<file path="src/rtl/dmem_responder.sv">
// rtl/dmem_responder.sv - flow-controlled data-memory responder for the load/store path
//
// Purpose: accepts one load or store request at a time over a valid/ready
// handshake, spends LATENCY access cycles, commits the access into a
// 2**AW x WIDTH register-file memory and returns a response over a
// valid/ready handshake.
//
// Parameters: WIDTH (data width), AW (address width), LATENCY (0..15 BUSY cycles).
// Optional feature: define DMEM_STATS_EN to add saturating statistics outputs.
//
// Ports:
//   clk, rst                      clock, asynchronous active-high reset
//   req_valid / req_ready         request handshake
//   req_we, req_oe                store / load request (both set = error)
//   req_addr, req_wdata           word address, store data
//   resp_valid / resp_ready       response handshake
//   resp_rdata                    load data, zero for store and error responses
//   resp_err                      request had both req_we and req_oe set
//   stat_loads/stores/errs        (DMEM_STATS_EN only) committed response counts
module dmem_responder #(
  parameter int WIDTH   = 16,
  parameter int AW      = 4,
  parameter int LATENCY = 1
) (
  input  logic             clk,
  input  logic             rst,
  input  logic             req_valid,
  output logic             req_ready,
  input  logic             req_we,
  input  logic             req_oe,
  input  logic [AW-1:0]    req_addr,
  input  logic [WIDTH-1:0] req_wdata,
  output logic             resp_valid,
  input  logic             resp_ready,
  output logic [WIDTH-1:0] resp_rdata,
  output logic             resp_err
`ifdef DMEM_STATS_EN
  ,
  output logic [15:0]      stat_loads,
  output logic [15:0]      stat_stores,
  output logic [15:0]      stat_errs
`endif
);

  localparam int DEPTH = 1 << AW;
  // BUSY counts down from LATENCY-1 to 0, giving exactly LATENCY BUSY cycles.
  localparam logic [3:0] LAT_M1 = (LATENCY > 0) ? 4'(LATENCY - 1) : 4'd0;

  typedef enum logic [1:0] {IDLE, BUSY, RESP} state_t;

  state_t           state;
  logic [3:0]       cnt;
  logic             lat_we;
  logic             lat_oe;
  logic [AW-1:0]    lat_addr;
  logic [WIDTH-1:0] lat_wdata;
  logic [WIDTH-1:0] mem [DEPTH];

  logic             accept;
  logic             commit;
  logic             c_we;
  logic             c_oe;
  logic [AW-1:0]    c_addr;
  logic [WIDTH-1:0] c_wdata;

  // With LATENCY = 0 the commit happens on the accept edge, before the
  // latches hold the request, so the commit operands come straight from the
  // request inputs while in IDLE and from the latches otherwise.
  always_comb begin
    accept = (state == IDLE) && req_valid && (req_we || req_oe);
    if (state == IDLE) begin
      c_we    = req_we;
      c_oe    = req_oe;
      c_addr  = req_addr;
      c_wdata = req_wdata;
    end else begin
      c_we    = lat_we;
      c_oe    = lat_oe;
      c_addr  = lat_addr;
      c_wdata = lat_wdata;
    end
    if (LATENCY == 0) begin
      commit = accept;
    end else begin
      commit = (state == BUSY) && (cnt == 4'd0);
    end
  end

  always_ff @(posedge clk or posedge rst) begin
    if (rst) begin
      state      <= IDLE;
      req_ready  <= 1'b1;
      resp_valid <= 1'b0;
      resp_rdata <= '0;
      resp_err   <= 1'b0;
      cnt        <= 4'd0;
      lat_we     <= 1'b0;
      lat_oe     <= 1'b0;
      lat_addr   <= '0;
      lat_wdata  <= '0;
      for (int i = 0; i < DEPTH; i++) begin
        mem[i] <= '0;
      end
`ifdef DMEM_STATS_EN
      stat_loads  <= 16'd0;
      stat_stores <= 16'd0;
      stat_errs   <= 16'd0;
`endif
    end else begin
      if (accept) begin
        lat_we    <= req_we;
        lat_oe    <= req_oe;
        lat_addr  <= req_addr;
        lat_wdata <= req_wdata;
        req_ready <= 1'b0;
      end

      if (commit) begin
        // Commit point: the memory side effect and the response data are
        // produced on the edge that enters RESP.
        state      <= RESP;
        resp_valid <= 1'b1;
        if (c_we && c_oe) begin
          resp_err   <= 1'b1;
          resp_rdata <= '0;
`ifdef DMEM_STATS_EN
          if (stat_errs != 16'hFFFF) stat_errs <= stat_errs + 16'd1;
`endif
        end else if (c_we) begin
          mem[c_addr] <= c_wdata;
          resp_rdata  <= '0;
`ifdef DMEM_STATS_EN
          if (stat_stores != 16'hFFFF) stat_stores <= stat_stores + 16'd1;
`endif
        end else begin
          resp_rdata <= mem[c_addr];
`ifdef DMEM_STATS_EN
          if (stat_loads != 16'hFFFF) stat_loads <= stat_loads + 16'd1;
`endif
        end
      end else begin
        case (state)
          IDLE: begin
            if (accept) begin
              state <= BUSY;
              cnt   <= LAT_M1;
            end
          end
          BUSY: begin
            cnt <= cnt - 4'd1;
          end
          RESP: begin
            // req_ready returns only after the handshake edge, so no request
            // can be accepted in the handshake cycle itself.
            if (resp_ready) begin
              state      <= IDLE;
              resp_valid <= 1'b0;
              resp_err   <= 1'b0;
              req_ready  <= 1'b1;
            end
          end
          default: begin
            state <= IDLE;
          end
        endcase
      end
    end
  end

endmodule

</file>
<file path="config.mk">
export PLATFORM = sky130hd
export DESIGN_NAME = dmem_responder
export DESIGN_NICKNAME = d
export VERILOG_FILES = /design/src/rtl/dmem_responder.sv
export SDC_FILE = /design/constraint.sdc
export NUM_CORES = 1
export LEC_CHECK = 0
export ABC_AREA = 1
export CAP_MARGIN = 20
export CORE_ASPECT_RATIO = 1.5
export CORE_UTILIZATION = 55
export DETAILED_ROUTE_END_ITERATION = 8
export PLACE_DENSITY = 0.72
export RECOVER_POWER = 50
export SLEW_MARGIN = 20
export SYNTH_ARGS = -nofsm -noshare
export SYNTH_HDL_FRONTEND = slang
export SYNTH_SLANG_ARGS = --single-unit
</file>
<file path="constraint.sdc">
create_clock -name clk -period 10.7 [get_ports clk]
set_input_delay 1.07 -clock clk [delete_from_list [all_inputs] [get_ports clk]]
set_output_delay 1.07 -clock clk [all_outputs]
set_load 0.005 [all_outputs]
</file>
==> reports/metrics.yaml <==
cells_and_area:
  largest_register_ffs: 256
  nonClockInverterCount: 307
  lay_top_count: "nand2_1"
  sh_seq_area_pct: 45.1
  n_antenna_cell: 0
  reg_top3: "mem: 256 flops, lat_wdata: 16 flops, resp_rdata: 16 flops"
  largest_class: "sequential cells"
  regArea_um2: 7580
  lay_top_cells: "892 x nand2_1, 303 x inv_1, 302 x dfrtp_1"
  top_register: "mem"
  logic_area_um2: 5930
  final_cells: 2454
  clock_area_share_pct: 6.27
  nFillCells: 2422
  final_layout_size_suffix_gt1_share_pct: 4.50
  logic_gate_count: 1375
  ff_count: 303
  clock_buffers: 40
  buffers: 74
  layout.nets: 2118
  final-nonclk-buf-share_pct: 4.00
  postLayoutCellArea_um2: 16800
power_and_ir_drop:
  pg_clk_uw: 1130
  p_clk_share_pct: 20.9
  fin_total_pwr_uw: 5400
  seq_power_uw: 1680
  seqPwrFrac_pct: 31.2
  irDropWorstVdd_v: 0.000235
  p_int_uw: 2960
  comb-power_uw: 2590
worst_hold_path:
  whs_endpoint: "req_ready$_DFF_PP1_"
  hp-class: "register to register"
  min-delay-start: "req_ready$_DFF_PP1_"
  min_path_cells: 2
timing:
  hold_ws_ns: 0.468
  setup_viol: 0
  finalCritPeriodShare_pct: 52.3
  relSlewSlack_pct: -229
  tightest_slew_ns: 4.90
  rsz0062_at_grt: "no"
  fin_crit_ns: 5.60
  setup_tns_ns: 0
  slew_violations: 248
  fmax_mhz: 179
  skew_ns: 0.0103
synth:
  edf_count: 0
  top_area_cell: "dfrtp_1"
  ys_area_um2: 15200
  mux_share_pct: 0
  async_reset_ff_share_pct: 100
  ys_sh_simple_pct: 27.7
  ys_seq_share_pct: 49.9
  synth_top_area_share_pct: 49.7
  top_cells_by_count: "896 x nand2_1, 303 x inv_1, 302 x dfrtp_1"
  syn_nets: 2146
  adder_share_pct: 0.0824
  synthDistinctLibCells: 28
  yosys_warnings: 0
  ff_type: "dfrtp_1"
  ys_sh_xor_pct: 0
  synthAoiAreaFrac_pct: 11.0
  ys_cells: 2119
  syn_area_um2: 15200
  top_cell: "nand2_1"
global_route:
  antenna_found_initial: 0
  busiest_layer: "met2"
  met3_usage_pct: 3.79
  grt_max_degree: 110
  grt_pass1_wl_um: 64800
  gr-total-overflow: 0
  use_met1_pct: 39.7
cts:
  postCtsHoldBufs: 0
  clock-root-buffer: "clkbuf_16"
  cts_tree: "done"
  cts_num_sinks: 303
  cts_max_level: 1
  numCtsBuffers: 30
  cts_setup_buffers: 0
  cts.clk_slew.worst_paths_ns: 0.06
  clk_latency_ns: 0.57
  clock_path_buffers: 3
  postCtsResizedCells: 0
worst_setup_path:
  critPathKind: "input port to register"
  worst_r2r_path_depth: 9
  path_cells: "clkdlybuf4s50_1 -> nand2_1 -> o21ai_4 -> buf_4 -> inv_1 -> clkbuf_1 -> nand4_2 -> o21ai_0"
  end_kind: "register"
  slowest_delay_ns: 1.67
  critPathRequiredTime_ns: 11.15
  r2r_setup_slack_ns: 5.36
  crit_arrival_ns: 6.05
  startpoint_type: "input port"
run_status:
  violations: "capacitance limit, slew limit"
  status: "finished, violations left"
die:
  fp_util_pct: 55.8
  io_pins: 45
  dieArea_um2: 28300
  core_um2: 27200
  row_count: 74
detailed_routing:
  routed-via-count: 13000
  viasPerCell: 5.29
  dr_wl_met2_um: 18600
  drc_errors: 0
  first_pass_iters: 6
  final_antenna_net_count: 0
  top_layer: "met4"
  met1_length_um: 17400
placement:
  place_area_um2: 15800
  place_congestion: 0.850
  dp.cells: 2399
flow_run:
  tool_warnings: 28
  cap_viol_max_count: 5
-- how the worst max path moves through the flow --
| stage | cells after the start | slack [ns] | startpoint | end |
|---|---|---|---|---|
| final | 8 | 5.10 | req_addr[1] | mem[106]$_DFFE_PP0P_ |
| after CTS | 8 | 6.49 | req_addr[0] | mem[53]$_DFFE_PP0P_ |
| after global routing | 4 | 4.51 | rst | mem[217]$_DFFE_PP0P_ |
| after floorplan | 1 | 1.26 | rst | cnt[0]$_DFFE_PP0P_ |
| after detailed placement | 8 | 5.91 | req_addr[0] | mem[50]$_DFFE_PP0P_ |
| after global placement | 8 | 6.05 | req_addr[0] | mem[53]$_DFFE_PP0P_ |
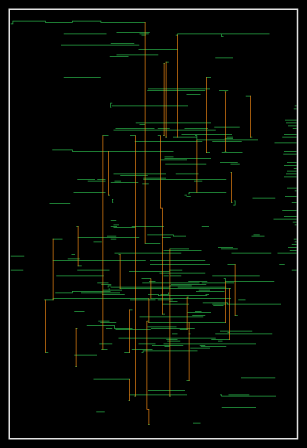
layers.png
Two of the layers only.
Key: orange = M4 [wire length 1080 um]; green = M3 [wire length 2700 um]
Total GRT Usage: 29.7%
total routed wirelength: 39800 um
WL/cell: 16.2 um

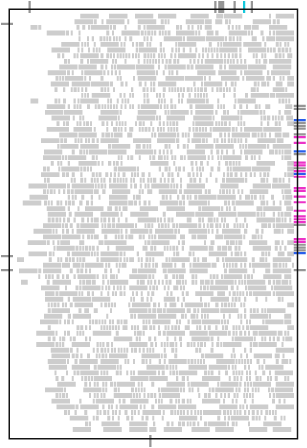
pinout.png
Pins as bars across the die edge, other pins in grey.
Key: magenta = req_wdata [pins 16, direction input, edge right]; cyan = resp_ready [pins 1, direction input, edge top]; blue = req_addr [pins 4, direction input, edge right]
chip width: 138 um
Die H: 206 um
port bufs: 44

